--- src/rtl/coef_frame_commit_if.sv ---
// Shadow/active coefficient bank bus: software write side plus
// the active bank, commit and frame status seen by the filter.
interface coef_frame_commit_if #(
  parameter int NUM_COEF   = 25,
  parameter int COEF_WIDTH = 10,
  parameter int ADDR_WIDTH = 5,
  parameter int FCNT_WIDTH = 16
);
  logic                           i_wr_en;
  logic [ADDR_WIDTH-1:0]          i_wr_addr;
  logic [COEF_WIDTH-1:0]          i_wr_data;
  logic                           i_commit;
  logic                           i_abort;
  logic                           i_vs;
  logic [NUM_COEF*COEF_WIDTH-1:0] o_coef;
  logic                           o_bypass;
  logic                           o_pending;
  logic                           o_commit_done;
  logic                           o_wr_err;
  logic [FCNT_WIDTH-1:0]          o_frame_cnt;
`ifdef COEF_READBACK_EN
  logic [ADDR_WIDTH-1:0]          i_rd_addr;
  logic                           i_rd_sel;
  logic [COEF_WIDTH-1:0]          o_rd_data;
`endif

  modport master (
    output i_wr_en, i_wr_addr, i_wr_data,
    output i_commit, i_abort, i_vs,
`ifdef COEF_READBACK_EN
    output i_rd_addr, i_rd_sel,
    input  o_rd_data,
`endif
    input  o_coef, o_bypass, o_pending,
    input  o_commit_done, o_wr_err, o_frame_cnt
  );

  modport slave (
    input  i_wr_en, i_wr_addr, i_wr_data,
    input  i_commit, i_abort, i_vs,
`ifdef COEF_READBACK_EN
    input  i_rd_addr, i_rd_sel,
    output o_rd_data,
`endif
    output o_coef, o_bypass, o_pending,
    output o_commit_done, o_wr_err, o_frame_cnt
  );
endinterface

--- src/rtl/coef_frame_commit.sv ---
// Frame-synchronous shadow/active coefficient bank for one 5x5 stage.
// Optional register readback port: define COEF_READBACK_EN.
module coef_frame_commit #(
  parameter int NUM_COEF   = 25,
  parameter int COEF_WIDTH = 10,
  parameter int ADDR_WIDTH = 5,
  parameter int FCNT_WIDTH = 16
) (
  input  logic               clk,
  input  logic               rstn,
  coef_frame_commit_if.slave bus
);
  localparam logic [ADDR_WIDTH-1:0] BYP_ADDR = ADDR_WIDTH'(NUM_COEF);

  typedef enum logic {IDLE, ARMED} state_t;

  state_t                         state;
  logic [COEF_WIDTH-1:0]          shadow [NUM_COEF];
  logic                           sh_bypass;
  logic [NUM_COEF*COEF_WIDTH-1:0] act_coef;
  logic                           act_bypass;
  logic                           pending;
  logic                           commit_done;
  logic                           wr_err;
  logic [FCNT_WIDTH-1:0]          frame_cnt;
  logic                           r_vs_d;
  logic                           vs_rise;
  logic                           wr_ok;

  assign vs_rise = bus.i_vs & ~r_vs_d;
  assign wr_ok   = bus.i_wr_en && (bus.i_wr_addr <= BYP_ADDR);

  assign bus.o_coef        = act_coef;
  assign bus.o_bypass      = act_bypass;
  assign bus.o_pending     = pending;
  assign bus.o_commit_done = commit_done;
  assign bus.o_wr_err      = wr_err;
  assign bus.o_frame_cnt   = frame_cnt;

  // Shadow bank: software writes land here in any state.
  always_ff @(posedge clk or negedge rstn) begin
    if (!rstn) begin
      for (int k = 0; k < NUM_COEF; k++)
        shadow[k] <= '0;
      sh_bypass <= 1'b1;
    end else if (wr_ok) begin
      for (int k = 0; k < NUM_COEF; k++)
        if (bus.i_wr_addr == ADDR_WIDTH'(k))
          shadow[k] <= bus.i_wr_data;
      if (bus.i_wr_addr == BYP_ADDR)
        sh_bypass <= bus.i_wr_data[0];
    end
  end

  // Frame-start detect, frame counter and illegal-write flag.
  always_ff @(posedge clk or negedge rstn) begin
    if (!rstn) begin
      r_vs_d    <= 1'b0;
      frame_cnt <= '0;
      wr_err    <= 1'b0;
    end else begin
      r_vs_d <= bus.i_vs;
      wr_err <= bus.i_wr_en && (bus.i_wr_addr > BYP_ADDR);
      if (vs_rise)
        frame_cnt <= frame_cnt + 1'b1;
    end
  end

  // Commit FSM; the copy reads shadow before any same-cycle write.
  always_ff @(posedge clk or negedge rstn) begin
    if (!rstn) begin
      state       <= IDLE;
      pending     <= 1'b0;
      commit_done <= 1'b0;
      act_coef    <= '0;
      act_bypass  <= 1'b1;
    end else begin
      commit_done <= 1'b0;
      unique case (state)
        IDLE: begin
          if (bus.i_commit) begin
            state   <= ARMED;
            pending <= 1'b1;
          end
        end
        ARMED: begin
          if (vs_rise) begin
            for (int k = 0; k < NUM_COEF; k++)
              act_coef[k*COEF_WIDTH +: COEF_WIDTH] <= shadow[k];
            act_bypass  <= sh_bypass;
            commit_done <= 1'b1;
            state       <= IDLE;
            pending     <= 1'b0;
          end else if (bus.i_abort) begin
            state   <= IDLE;
            pending <= 1'b0;
          end
        end
        default: begin
          state   <= IDLE;
          pending <= 1'b0;
        end
      endcase
    end
  end

`ifdef COEF_READBACK_EN
  logic [COEF_WIDTH-1:0] rd_data;

  assign bus.o_rd_data = rd_data;

  // Registered readback of either bank; illegal addresses read 0.
  always_ff @(posedge clk or negedge rstn) begin
    if (!rstn) begin
      rd_data <= '0;
    end else begin
      rd_data <= '0;
      for (int k = 0; k < NUM_COEF; k++)
        if (bus.i_rd_addr == ADDR_WIDTH'(k))
          rd_data <= bus.i_rd_sel ?
                     act_coef[k*COEF_WIDTH +: COEF_WIDTH] :
                     shadow[k];
      if (bus.i_rd_addr == BYP_ADDR)
        rd_data <= COEF_WIDTH'(bus.i_rd_sel ? act_bypass : sh_bypass);
    end
  end
`endif
endmodule
--- src/flat_wrapper.sv ---
// flat-port wrapper written by rule: the top's interface ports become plain ports
module coef_frame_commit_flat 
#(
  parameter int NUM_COEF   = 25,
  parameter int COEF_WIDTH = 10,
  parameter int ADDR_WIDTH = 5,
  parameter int FCNT_WIDTH = 16
)
  (clk, rstn, bus_i_wr_en, bus_i_wr_addr, bus_i_wr_data, bus_i_commit, bus_i_abort, bus_i_vs, bus_o_coef, bus_o_bypass, bus_o_pending, bus_o_commit_done, bus_o_wr_err, bus_o_frame_cnt);
  coef_frame_commit_if #(.NUM_COEF(NUM_COEF), .COEF_WIDTH(COEF_WIDTH), .ADDR_WIDTH(ADDR_WIDTH), .FCNT_WIDTH(FCNT_WIDTH)) bus_i ();
  input  logic clk;
  input  logic rstn;
  input wire logic [$bits(bus_i.i_wr_en)-1:0] bus_i_wr_en;
  input wire logic [$bits(bus_i.i_wr_addr)-1:0] bus_i_wr_addr;
  input wire logic [$bits(bus_i.i_wr_data)-1:0] bus_i_wr_data;
  input wire logic [$bits(bus_i.i_commit)-1:0] bus_i_commit;
  input wire logic [$bits(bus_i.i_abort)-1:0] bus_i_abort;
  input wire logic [$bits(bus_i.i_vs)-1:0] bus_i_vs;
  output wire logic [$bits(bus_i.o_coef)-1:0] bus_o_coef;
  output wire logic [$bits(bus_i.o_bypass)-1:0] bus_o_bypass;
  output wire logic [$bits(bus_i.o_pending)-1:0] bus_o_pending;
  output wire logic [$bits(bus_i.o_commit_done)-1:0] bus_o_commit_done;
  output wire logic [$bits(bus_i.o_wr_err)-1:0] bus_o_wr_err;
  output wire logic [$bits(bus_i.o_frame_cnt)-1:0] bus_o_frame_cnt;
  assign bus_i.i_wr_en = bus_i_wr_en;
  assign bus_i.i_wr_addr = bus_i_wr_addr;
  assign bus_i.i_wr_data = bus_i_wr_data;
  assign bus_i.i_commit = bus_i_commit;
  assign bus_i.i_abort = bus_i_abort;
  assign bus_i.i_vs = bus_i_vs;
  assign bus_o_coef = bus_i.o_coef;
  assign bus_o_bypass = bus_i.o_bypass;
  assign bus_o_pending = bus_i.o_pending;
  assign bus_o_commit_done = bus_i.o_commit_done;
  assign bus_o_wr_err = bus_i.o_wr_err;
  assign bus_o_frame_cnt = bus_i.o_frame_cnt;
  coef_frame_commit #(.NUM_COEF(NUM_COEF), .COEF_WIDTH(COEF_WIDTH), .ADDR_WIDTH(ADDR_WIDTH), .FCNT_WIDTH(FCNT_WIDTH)) u_core (.clk(clk), .rstn(rstn), .bus(bus_i));
endmodule
--- config.mk ---
export PLATFORM = sky130hd
export DESIGN_NAME = coef_frame_commit_flat
export DESIGN_NICKNAME = d
export VERILOG_FILES = /design/src/rtl/coef_frame_commit_if.sv /design/src/rtl/coef_frame_commit.sv /design/src/flat_wrapper.sv
export SDC_FILE = /design/constraint.sdc
export NUM_CORES = 1
export LEC_CHECK = 0
export CAP_MARGIN = 40
export CELL_PAD_IN_SITES_DETAIL_PLACEMENT = 0
export CELL_PAD_IN_SITES_GLOBAL_PLACEMENT = 2
export CORE_ASPECT_RATIO = 1.2
export CORE_MARGIN = 10
export CORE_UTILIZATION = 42
export CTS_CLUSTER_DIAMETER = 200
export DETAILED_ROUTE_END_ITERATION = 16
export PLACE_DENSITY_LB_ADDON = 0.1
export SYNTH_ARGS = -nofsm -noshare
export SYNTH_HDL_FRONTEND = slang
export SYNTH_SLANG_ARGS = --single-unit
--- constraint.sdc ---
create_clock -name clk -period 5.26 [get_ports clk]
set_clock_uncertainty 0.05 [all_clocks]
set_input_delay 1.052 -clock clk [delete_from_list [all_inputs] [get_ports clk]]
set_output_delay 1.052 -clock clk [all_outputs]
set_load 0.02 [all_outputs]
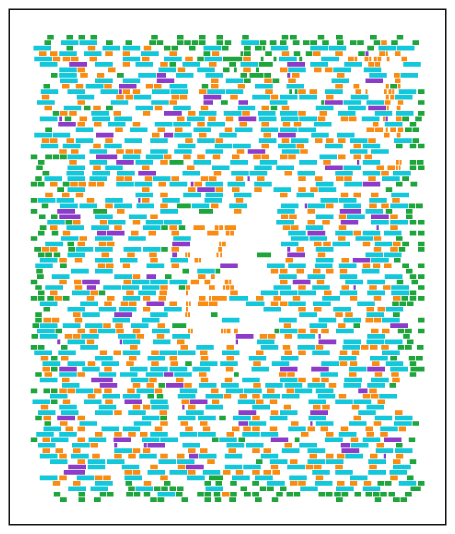
(placement by cell class)
Scale: 2 px per um.
| class | color | cells | share of their area |
|---|---|---|---|
| all other logic | orange | 593 | 26% |
| clock drivers and dummy loads | purple | 93 | 7.2% |
| flip-flops | cyan | 523 | 54% |
| other buffers and delay cells | green | 305 | 13% |
Final Cell Area: 0.0250 sq mm
Seq/total area: 0.523
core box area: 0.0462 sq mm

==> results.yml <==
# physical design summary
global_route:
  grt_overflow_total: 0
  met1_usage: 0.234
  grt_pass1_wl_mm: 76.6
  grt_start_max_net_pins: 118
  use_met2: 0.290
  grt_pass1_vias: 11717
yosys:
  postSynthAreaPerCell_sq_um: 16.8
  netlist_area_sq_mm: 0.0197
  synthCells: 1171
  synth.logic.top_family: "multiplexers"
  synth-async-reset-ratio: 1.00
  yosysChipArea_sq_mm: 0.0197
  yosysTopAreaCell: "dfrtp_1"
  common_cells: "dfrtp_1, mux2_2, nand2_1"
  yosys.area_share.aoi: 0.000827
  ys_seq_share: 0.666
  synthTopCellsByArea: "dfrtp_1, mux2_2, mux2_1, buf_4, nand2_1"
  ys_sh_simple: 0.0223
  yosys_warnings: 0
  yosys.cell_count.top_type: "dfrtp_1"
  adder_share: 0.000636
final_timing:
  hold_viol: 0
  setup_slack_ns: 1.80
  finalSetupTns_ns: 0
  finalMaxSlewViolations: 0
critical_path:
  reg2reg_depth: 5
  critical_path.startpoint: "bus_i_vs"
  r2r_slack_ns: 2.43
  cp.depth: 6
  path_delay_family: "buffers and inverters"
  r2r_start: "u_core.r_vs_d"
  worst-path-buf-inv: 3
clocking:
  cts.repair.resized: 0
  h-tree-depth: 2
  cts_tree: "yes"
  ctsHoldBuffers: 0
cells_and_area:
  register_area_sq_mm: 0.0131
  mostFrequentLayoutCells: "dfrtp_1, mux2_2, clkdlybuf4s50_1"
  final_net_count: 1498
  layout.cells.most_common: "dfrtp_1"
  layout.nonclk_buf_frac: 0.125
  n_antenna_cell: 0
  clock_cell_area_share: 0.0697
  comb.multi_input.count: 591
power:
  total_power_mw: 12.9
  swShare: 0.293
  power.share.clock: 0.292
  power.density_mw_per_mm2: 517
  comb_power_mw: 3.43
  p_clk_mw: 3.78
routing:
  dr_total_vias: 10696
  dr.pass1.iters: 4
  route.detailed.drc: 0
  wl_met2_mm: 24.2
  drtAntennaViolNets: 0
  wl_met1_mm: 22.1
  drtIter0Drc: 489
  top_layer_used: "met5"
worst_hold_path:
  hold_path_depth: 1
  min_from: "u_core.bus.o_frame_cnt[15]"
  min_path_type: "register to register"
  min_to: "u_core.bus.o_frame_cnt[15]"
placed_design:
  dp.cells: 2037
  post-place-ws_ns: 1.18
  dp_hpwl_mm: 32.3
die:
  die_w_um: 218
  num_io_pins: 291
outcome:
  status: "finished clean"
run:
  warning_count: 30
  cap_violations: 0
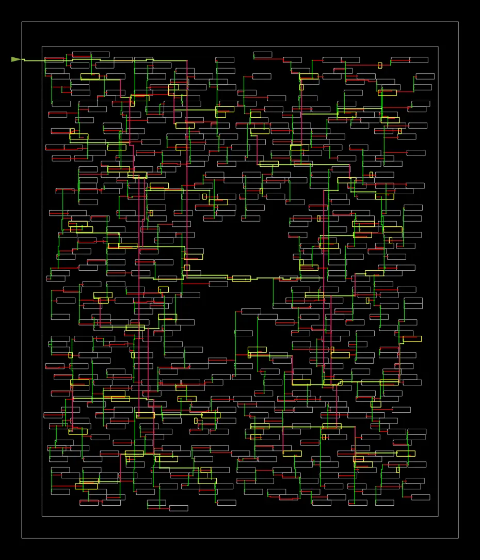
(the clock network)
CTS buffer count: 53
CLK BUF: 78
Flop Count: 523
clk_lat worst skew: 0.59 ns
clock sink count: 523

Power figures rest on the tool's default switching activity, not on a simulated workload.
